Clock routing:
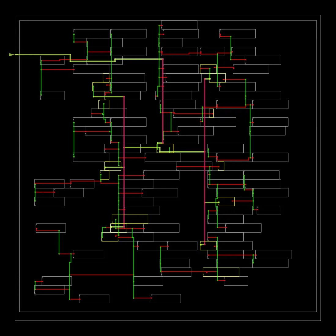
Selected gate families:
Drawn at 3 px/micron.
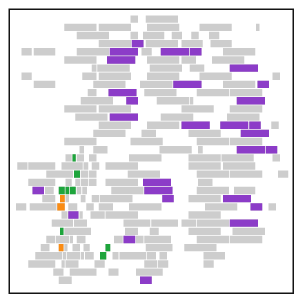
Clock distribution:
Drawn at 4 px/micron.
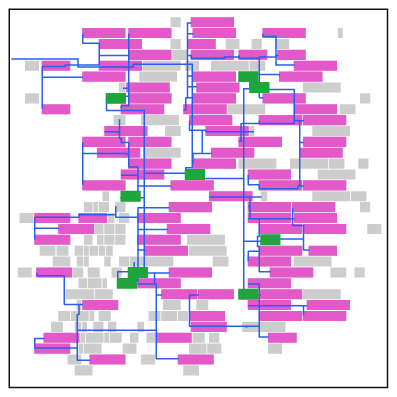
Routed metal, one colour a layer:
Drawn at 3 px/micron.
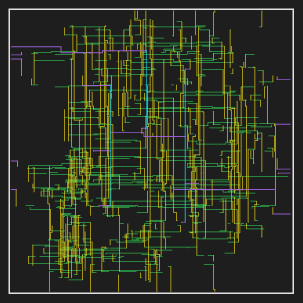
[config.mk]
export PLATFORM = sky130hd
export DESIGN_NAME = bsg_link_isdr_rx
export DESIGN_NICKNAME = d
export VERILOG_FILES = /design/src/rtl/bsg_link_isdr_rx.sv
export SDC_FILE = /design/constraint.sdc
export NUM_CORES = 1
export LEC_CHECK = 0
export CAP_MARGIN = 10
export CORE_UTILIZATION = 40
export CTS_CLUSTER_DIAMETER = 60
export DETAILED_ROUTE_END_ITERATION = 16
export PLACE_DENSITY_LB_ADDON = 0.2
export SYNTH_ARGS = -nofsm -noshare
export SYNTH_HDL_FRONTEND = slang
export SYNTH_SLANG_ARGS = --single-unit
[constraint.sdc]
create_clock -name clk_i -period 3.39 [get_ports clk_i]
set_input_delay 0.339 -clock clk_i [delete_from_list [all_inputs] [get_ports clk_i]]
set_output_delay 0.339 -clock clk_i [all_outputs]
set_load 0.1 [all_outputs]
[src/rtl/bsg_link_isdr_rx.sv]
// Receive-side SDR link endpoint: registers the pins, buffers words in a small FIFO and returns decimated credit tokens.
// Define BSG_LINK_ISDR_RX_OVERFLOW_DETECT_EN to build the sticky overflow flag; otherwise overflow_o is tied low.
module bsg_link_isdr_rx #(
  // No meaningful default: instantiators must set width_p. The value here only lets the file elaborate on its own.
  parameter int width_p         = 8,
  parameter int els_p           = 8,
  parameter int lg_decimation_p = 2
) (
  input  logic               clk_i,
  input  logic               reset_n_i,
  input  logic               io_v_i,
  input  logic [width_p-1:0] io_data_i,
  output logic               core_v_o,
  output logic [width_p-1:0] core_data_o,
  input  logic               core_yumi_i,
  output logic               token_o,
  output logic               overflow_o
);

  localparam int lg_els_lp = $clog2(els_p);
  localparam logic [lg_els_lp:0] full_count_lp = (lg_els_lp+1)'(els_p);
  localparam logic [lg_decimation_p-1:0] dec_last_lp = '1;

  logic                       io_v_q, io_v_d;
  logic [width_p-1:0]         io_data_q, io_data_d;
  logic [width_p-1:0]         mem_q [els_p];
  logic [lg_els_lp-1:0]       wptr_q, wptr_d;
  logic [lg_els_lp-1:0]       rptr_q, rptr_d;
  logic [lg_els_lp:0]         count_q, count_d;
  logic [lg_decimation_p-1:0] dec_q, dec_d;
  logic                       token_q, token_d;
  logic                       pop;
  logic                       write_en;

  always_comb begin
    io_v_d    = io_v_i;
    io_data_d = io_data_i;
    // A yumi against an empty FIFO is ignored entirely, including for token credit.
    pop       = core_yumi_i && (count_q != '0);
    // When full, a same-cycle pop frees the slot the incoming word needs.
    write_en  = io_v_q && ((count_q != full_count_lp) || pop);
    wptr_d    = write_en ? wptr_q + 1'b1 : wptr_q;
    rptr_d    = pop ? rptr_q + 1'b1 : rptr_q;
    count_d   = count_q + (lg_els_lp+1)'(write_en) - (lg_els_lp+1)'(pop);
    dec_d     = pop ? dec_q + 1'b1 : dec_q;
    token_d   = pop && (dec_q == dec_last_lp);
  end

  always_ff @(posedge clk_i or negedge reset_n_i) begin
    if (!reset_n_i) begin
      io_v_q  <= 1'b0;
      wptr_q  <= '0;
      rptr_q  <= '0;
      count_q <= '0;
      dec_q   <= '0;
      token_q <= 1'b0;
    end else begin
      io_v_q  <= io_v_d;
      wptr_q  <= wptr_d;
      rptr_q  <= rptr_d;
      count_q <= count_d;
      dec_q   <= dec_d;
      token_q <= token_d;
    end
  end

  // Data path carries no reset; contents are meaningless until the control state says otherwise.
  always_ff @(posedge clk_i) begin
    io_data_q <= io_data_d;
    if (write_en) begin
      mem_q[wptr_q] <= io_data_q;
    end
  end

  assign core_v_o    = (count_q != '0);
  assign core_data_o = mem_q[rptr_q];
  assign token_o     = token_q;

`ifdef BSG_LINK_ISDR_RX_OVERFLOW_DETECT_EN
  logic overflow_q, overflow_d;

  always_comb begin
    overflow_d = overflow_q || (io_v_q && !write_en);
  end

  always_ff @(posedge clk_i or negedge reset_n_i) begin
    if (!reset_n_i) begin
      overflow_q <= 1'b0;
    end else begin
      overflow_q <= overflow_d;
    end
  end

  assign overflow_o = overflow_q;
`else
  assign overflow_o = 1'b0;
`endif

endmodule
==> results.txt <==
run metrics: result of the run finished clean, mapped cell area 3400 sq um, Starting Density 41.4%, Total Die Area 8870 sq um, Worst Path Class, Setup reg -> out, worst-path cell with the longest stage delay sky130_fd_sc_hd__clkdlybuf4s50_1, slew at the pin closest to its max-slew limit 963 ps, Reg area 2430 sq um, number of stages on the worst setup path 4, count of buffers added by post-CTS timing repair for setup 0, area fraction of the dominant cell type after synthesis 56.6%, clock sink count 86, P&R area growth vs syn 16.1%, overall fraction of global-route tracks in use 13.9%, average wire length per cell after detail routing 17.3 microns, CP Max Fanout 4, share of flip-flops with an asynchronous set or reset after synthesis 16.3%, clock network area share 5.42%, setup repair after global routing missed its margin false, area of combinational cells with multiple inputs 892 sq um, antenna violations before repair 0, leading post-synthesis cells by instance count sky130_fd_sc_hd__edfxtp_1, sky130_fd_sc_hd__mux4_1, sky130_fd_sc_hd__dfrtp_1, fraction of cell area in non-clock buffers 6.53%, Post-Syn Instances 170, CP startpoint count_q[2], Reg2Reg Launch Point count_q[2], H-tree depth 3, final net count 225, clock root buffer sky130_fd_sc_hd__clkbuf_8, sum of met2 wire segment lengths after detailed routing 2860 microns, maximum number of pins on one net before global-route repair 18, number of filler cells placed in the layout 684, count of standard-cell rows 33, Cell variety after synth 33
Notes on 'clock routing' above:
clock latency reported for the late side of the worst-skew pair: 350 ps
FFs & Latches: 86

Notes on 'selected gate families' above:
colour	family	cells
orange	aoi and oai cells	3
green	nand cells	8
purple	mux cells	28

Notes on 'clock distribution' above:
[blue] clock wires | length: 900 microns
[green] clock-net drivers | count: 9
[magenta] flip-flops | count: 86
routed clock nets	10

Notes on 'routed metal, one colour a layer' above:
colour	layer	wire length
green	M1	2290 microns
purple	M3	170 microns
cyan	M4	117 microns
yellow	M2	2860 microns

